===== config.mk =====
export PLATFORM = sky130hd
export DESIGN_NAME = alu_arbiter
export DESIGN_NICKNAME = d
export VERILOG_FILES = /design/src/rtl/alu_pkg.sv /design/src/rtl/alu.sv /design/src/rtl/rr_arb2.sv /design/src/rtl/alu_arbiter.sv
export SDC_FILE = /design/constraint.sdc
export NUM_CORES = 1
export LEC_CHECK = 0
export CAP_MARGIN = 20
export CORE_MARGIN = 4
export CORE_UTILIZATION = 53
export DETAILED_ROUTE_END_ITERATION = 10
export PLACE_DENSITY_LB_ADDON = 0.1
export RECOVER_POWER = 25
export SLEW_MARGIN = 30
export SYNTH_ARGS = -nofsm -noshare
export SYNTH_HDL_FRONTEND = slang
export SYNTH_SLANG_ARGS = --single-unit

===== constraint.sdc =====
create_clock -name clk -period 3.04 [get_ports clk]
set_clock_uncertainty 0.15 [all_clocks]
set_input_delay 0.304 -clock clk [delete_from_list [all_inputs] [get_ports clk]]
set_output_delay 0.304 -clock clk [all_outputs]
set_load 0.1 [all_outputs]

===== src/rtl/alu_pkg.sv =====
// Shared opcodes and controller state encoding for the alu_arbiter slice.
package alu_pkg;

    localparam logic [2:0] ALU_ADD = 3'b000;
    localparam logic [2:0] ALU_AND = 3'b001;
    localparam logic [2:0] ALU_NOR = 3'b010;
    localparam logic [2:0] ALU_OR  = 3'b011;
    localparam logic [2:0] ALU_NOT = 3'b100;
    localparam logic [2:0] ALU_XOR = 3'b101;

    typedef enum logic [1:0] {
        IDLE,
        EXEC,
        RESP
    } state_t;

endpackage


===== src/rtl/alu.sv =====
// Combinational 4-bit ALU; carry-out is only meaningful for ADD.
module alu
    import alu_pkg::*;
#(
    parameter int unsigned WIDTH = 4
) (
    input  logic [WIDTH-1:0] a,
    input  logic [WIDTH-1:0] b,
    input  logic             cin,
    input  logic [2:0]       sel,
    output logic [WIDTH-1:0] result,
    output logic             cout
);

    logic [WIDTH:0] sum;

    assign sum = {1'b0, a} + {1'b0, b} + {{WIDTH{1'b0}}, cin};

    always_comb begin
        result = '0;
        cout   = 1'b0;
        case (sel)
            ALU_ADD: {cout, result} = sum;
            ALU_AND: result = a & b;
            ALU_NOR: result = ~(a | b);
            ALU_OR:  result = a | b;
            ALU_NOT: result = ~a;
            ALU_XOR: result = a ^ b;
            default: result = '0;
        endcase
    end

endmodule


===== src/rtl/rr_arb2.sv =====
// Two-way round-robin grant: on a tie the requester other than last_id wins.
module rr_arb2 (
    input  logic valid0,
    input  logic valid1,
    input  logic last_id,
    output logic gnt0,
    output logic gnt1
);

    assign gnt0 = valid0 & (~valid1 | last_id);
    assign gnt1 = valid1 & (~valid0 | ~last_id);

endmodule


===== src/rtl/alu_arbiter.sv =====
// Shares one alu between two requesters: round-robin accept, one-cycle execute,
// response held until the consumer takes it.
module alu_arbiter
    import alu_pkg::*;
#(
    parameter int unsigned WIDTH = 4
) (
    input  logic             clk,
    input  logic             rst,
    input  logic             req0_valid,
    output logic             req0_ready,
    input  logic [WIDTH-1:0] req0_a,
    input  logic [WIDTH-1:0] req0_b,
    input  logic             req0_cin,
    input  logic [2:0]       req0_sel,
    input  logic             req1_valid,
    output logic             req1_ready,
    input  logic [WIDTH-1:0] req1_a,
    input  logic [WIDTH-1:0] req1_b,
    input  logic             req1_cin,
    input  logic [2:0]       req1_sel,
    output logic             rsp_valid,
    input  logic             rsp_ready,
    output logic             rsp_id,
    output logic [WIDTH-1:0] rsp_result,
    output logic             rsp_cout,
    output logic             busy,
    output logic [7:0]       done_count
);

    state_t           state;
    logic             last_id;
    logic [WIDTH-1:0] op_a;
    logic [WIDTH-1:0] op_b;
    logic             op_cin;
    logic [2:0]       op_sel;
    logic             op_id;
    logic             gnt0;
    logic             gnt1;
    logic [WIDTH-1:0] alu_result;
    logic             alu_cout;

    rr_arb2 u_arb (
        .valid0  (req0_valid),
        .valid1  (req1_valid),
        .last_id (last_id),
        .gnt0    (gnt0),
        .gnt1    (gnt1)
    );

    alu #(
        .WIDTH (WIDTH)
    ) u_alu (
        .a      (op_a),
        .b      (op_b),
        .cin    (op_cin),
        .sel    (op_sel),
        .result (alu_result),
        .cout   (alu_cout)
    );

    // Accept only in IDLE; a valid seen while leaving RESP waits for the next IDLE cycle.
    assign req0_ready = (state == IDLE) & gnt0;
    assign req1_ready = (state == IDLE) & gnt1;

    always_ff @(posedge clk or posedge rst) begin
        if (rst) begin
            state      <= IDLE;
            last_id    <= 1'b1;
            op_a       <= '0;
            op_b       <= '0;
            op_cin     <= 1'b0;
            op_sel     <= '0;
            op_id      <= 1'b0;
            rsp_valid  <= 1'b0;
            rsp_id     <= 1'b0;
            rsp_result <= '0;
            rsp_cout   <= 1'b0;
            busy       <= 1'b0;
            done_count <= '0;
        end else begin
            case (state)
                IDLE: begin
                    if (gnt0 | gnt1) begin
                        op_a   <= gnt1 ? req1_a : req0_a;
                        op_b   <= gnt1 ? req1_b : req0_b;
                        op_cin <= gnt1 ? req1_cin : req0_cin;
                        op_sel <= gnt1 ? req1_sel : req0_sel;
                        op_id  <= gnt1;
                        busy   <= 1'b1;
                        state  <= EXEC;
                    end
                end
                EXEC: begin
                    rsp_result <= alu_result;
                    rsp_cout   <= alu_cout;
                    rsp_id     <= op_id;
                    rsp_valid  <= 1'b1;
                    state      <= RESP;
                end
                RESP: begin
                    if (rsp_ready) begin
                        rsp_valid  <= 1'b0;
                        busy       <= 1'b0;
                        done_count <= done_count + 8'd1;
                        last_id    <= rsp_id;
                        state      <= IDLE;
                    end
                end
                default: begin
                    rsp_valid <= 1'b0;
                    busy      <= 1'b0;
                    state     <= IDLE;
                end
            endcase
        end
    end

endmodule

The metal 2 layer:
Cells faint in the background.
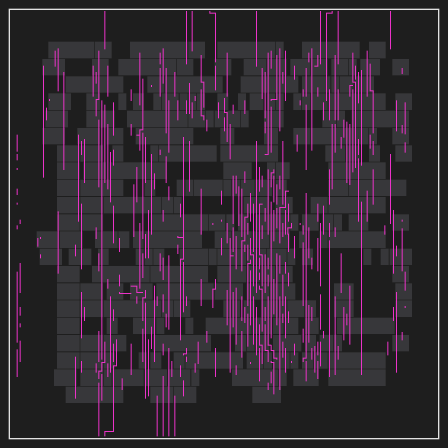
The longest straight run is 40.8 um. The layer carries 1770 um of wire. The wires run mostly vertical.
routed wire length: 3.74 mm
vias: 1488
met2 Use GR: 29.2%

The metal 1 layer:
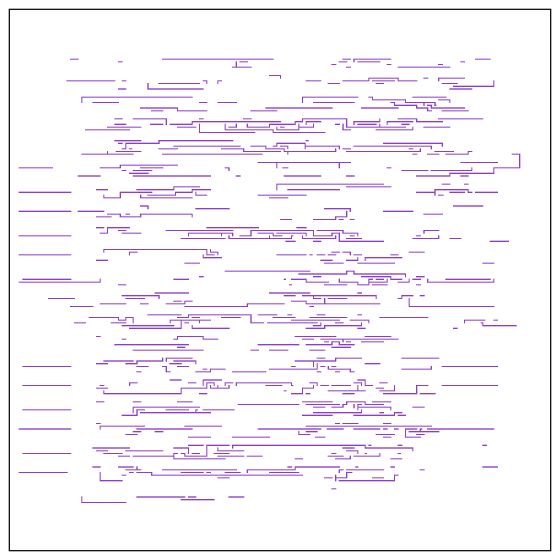
The longest straight run is 18.9 um. The layer holds 46% of the routed length. The layer carries 1710 um of wire.
met1 Use GR: 25.6%

==> results_dict.tcl <==
# yosys + openroad results
set metrics [dict create \
    worst_path_largest_cell_delay_ps 520 \
    met3_usage_pct 5.49 \
    regMostFlops "done_count" \
    nFillCells 285 \
    yosys_area_sq_um 1880 \
    rsz0062_at_grt "no" \
    antenna_cells 0 \
    ctsResizeCount 0 \
    irDropWorstVdd_mv 0.482 \
    grt_pass1_wl_mm 6.49 \
    drv_cap 1 \
    path_cells "clkdlybuf4s50_1 -> a21boi_4 -> and2_1 -> buf_12" \
    grt_busiest_layer "met2" \
    coreArea_sq_um 3390 \
    arrival_ps 1780 \
    cts_htree_levels 2 \
    worst_slack_ps 806 \
    final-hold-violation-count 0 \
    cts_buffers 5 \
    ys_sh_aoi_pct 14.9 \
    cts_num_sinks 32 \
    yosys_register_bits 32 \
    async_flop_share_pct 100 \
    critPathLaunchType "primary input" \
    maxPowerGroup "combinational logic" \
    grt_use_total_pct 19.3 \
    violations "max-capacitance violations, max-slew violations" \
    swShare_pct 53.8 \
    power_frac_seq_pct 30.2 \
    rrSetupSlack_ps 860 \
    status "finished with violations" \
    clock_latency_ps 340 \
    gp_congestion 0.772 \
    post_synth.cell_area_avg_sq_um 9.72 \
    rows 21 \
    slew_violations 33 \
    drt_iter0_markers 43 \
    syn-cell-area_sq_um 1880 \
]
==> path summary, 6_finish.rpt <==
| check | start | end | depth (start not counted) |
|---|---|---|---|
| max | req1_valid | req1_ready | 4 |
| min | busy$_DFFE_PP0P_ | busy$_DFFE_PP0P_ | 1 |
| max reg2reg | op_a[0]$_DFFE_PP0P_ | rsp_result[1]$_DFFE_PP0P_ | 7 |
| min reg2reg | busy$_DFFE_PP0P_ | busy$_DFFE_PP0P_ | 1 |
| max in group asynchronous | rst | op_sel[1]$_DFFE_PP0P_ | 3 |
| min in group asynchronous | rst | rsp_result[3]$_DFFE_PP0P_ | 3 |
==> synthesized netlist by cell type (all sizes together), types with 2 or more instances <==
| library cell | instances |
|---|---|
| nand2 | 16 |
| nor2b | 2 |
| o21ai | 7 |
| mux2i | 12 |
| o22a | 2 |
| a21o | 2 |
| nand2b | 8 |
| mux2 | 2 |
| inv | 13 |
| dfrtp | 31 |
| o211ai | 4 |
| nand4 | 2 |
| and3b | 2 |
| o21a | 2 |
| and3 | 2 |
| a21oi | 20 |
| or2 | 2 |
| xor2 | 3 |
| ha | 9 |
| nor2 | 21 |
| fa | 2 |
| buf | 8 |
| a31oi | 3 |
| nand3b | 2 |
| xnor2 | 6 |
==> cell type report <==
class	count	area [sq um]	area share, %
clock buffers	7	55.1	2.33
clock inverters	1	7.51	0.318
multi-input cells	140	960	40.6
flip-flops and latches	32	802	34.0
inverters	13	48.8	2.07
well taps	46	57.6	2.44
repair buffers	47	432	18.3
==> metrics by stage <==
stage	instance area (sq um)	power, mW	util (%)	hold WS (ps)
2_1_floorplan	1880	2.19	-	262
3_3_place_gp	2300	2.46	68.0	311
3_5_place_dp	2300	2.52	68.0	325
4_1_cts	2370	2.79	69.8	197
5_1_grt	2360	2.98	69.7	363
6_report	2360	2.77	69.7	340
Power and IR drop assume default switching activity.
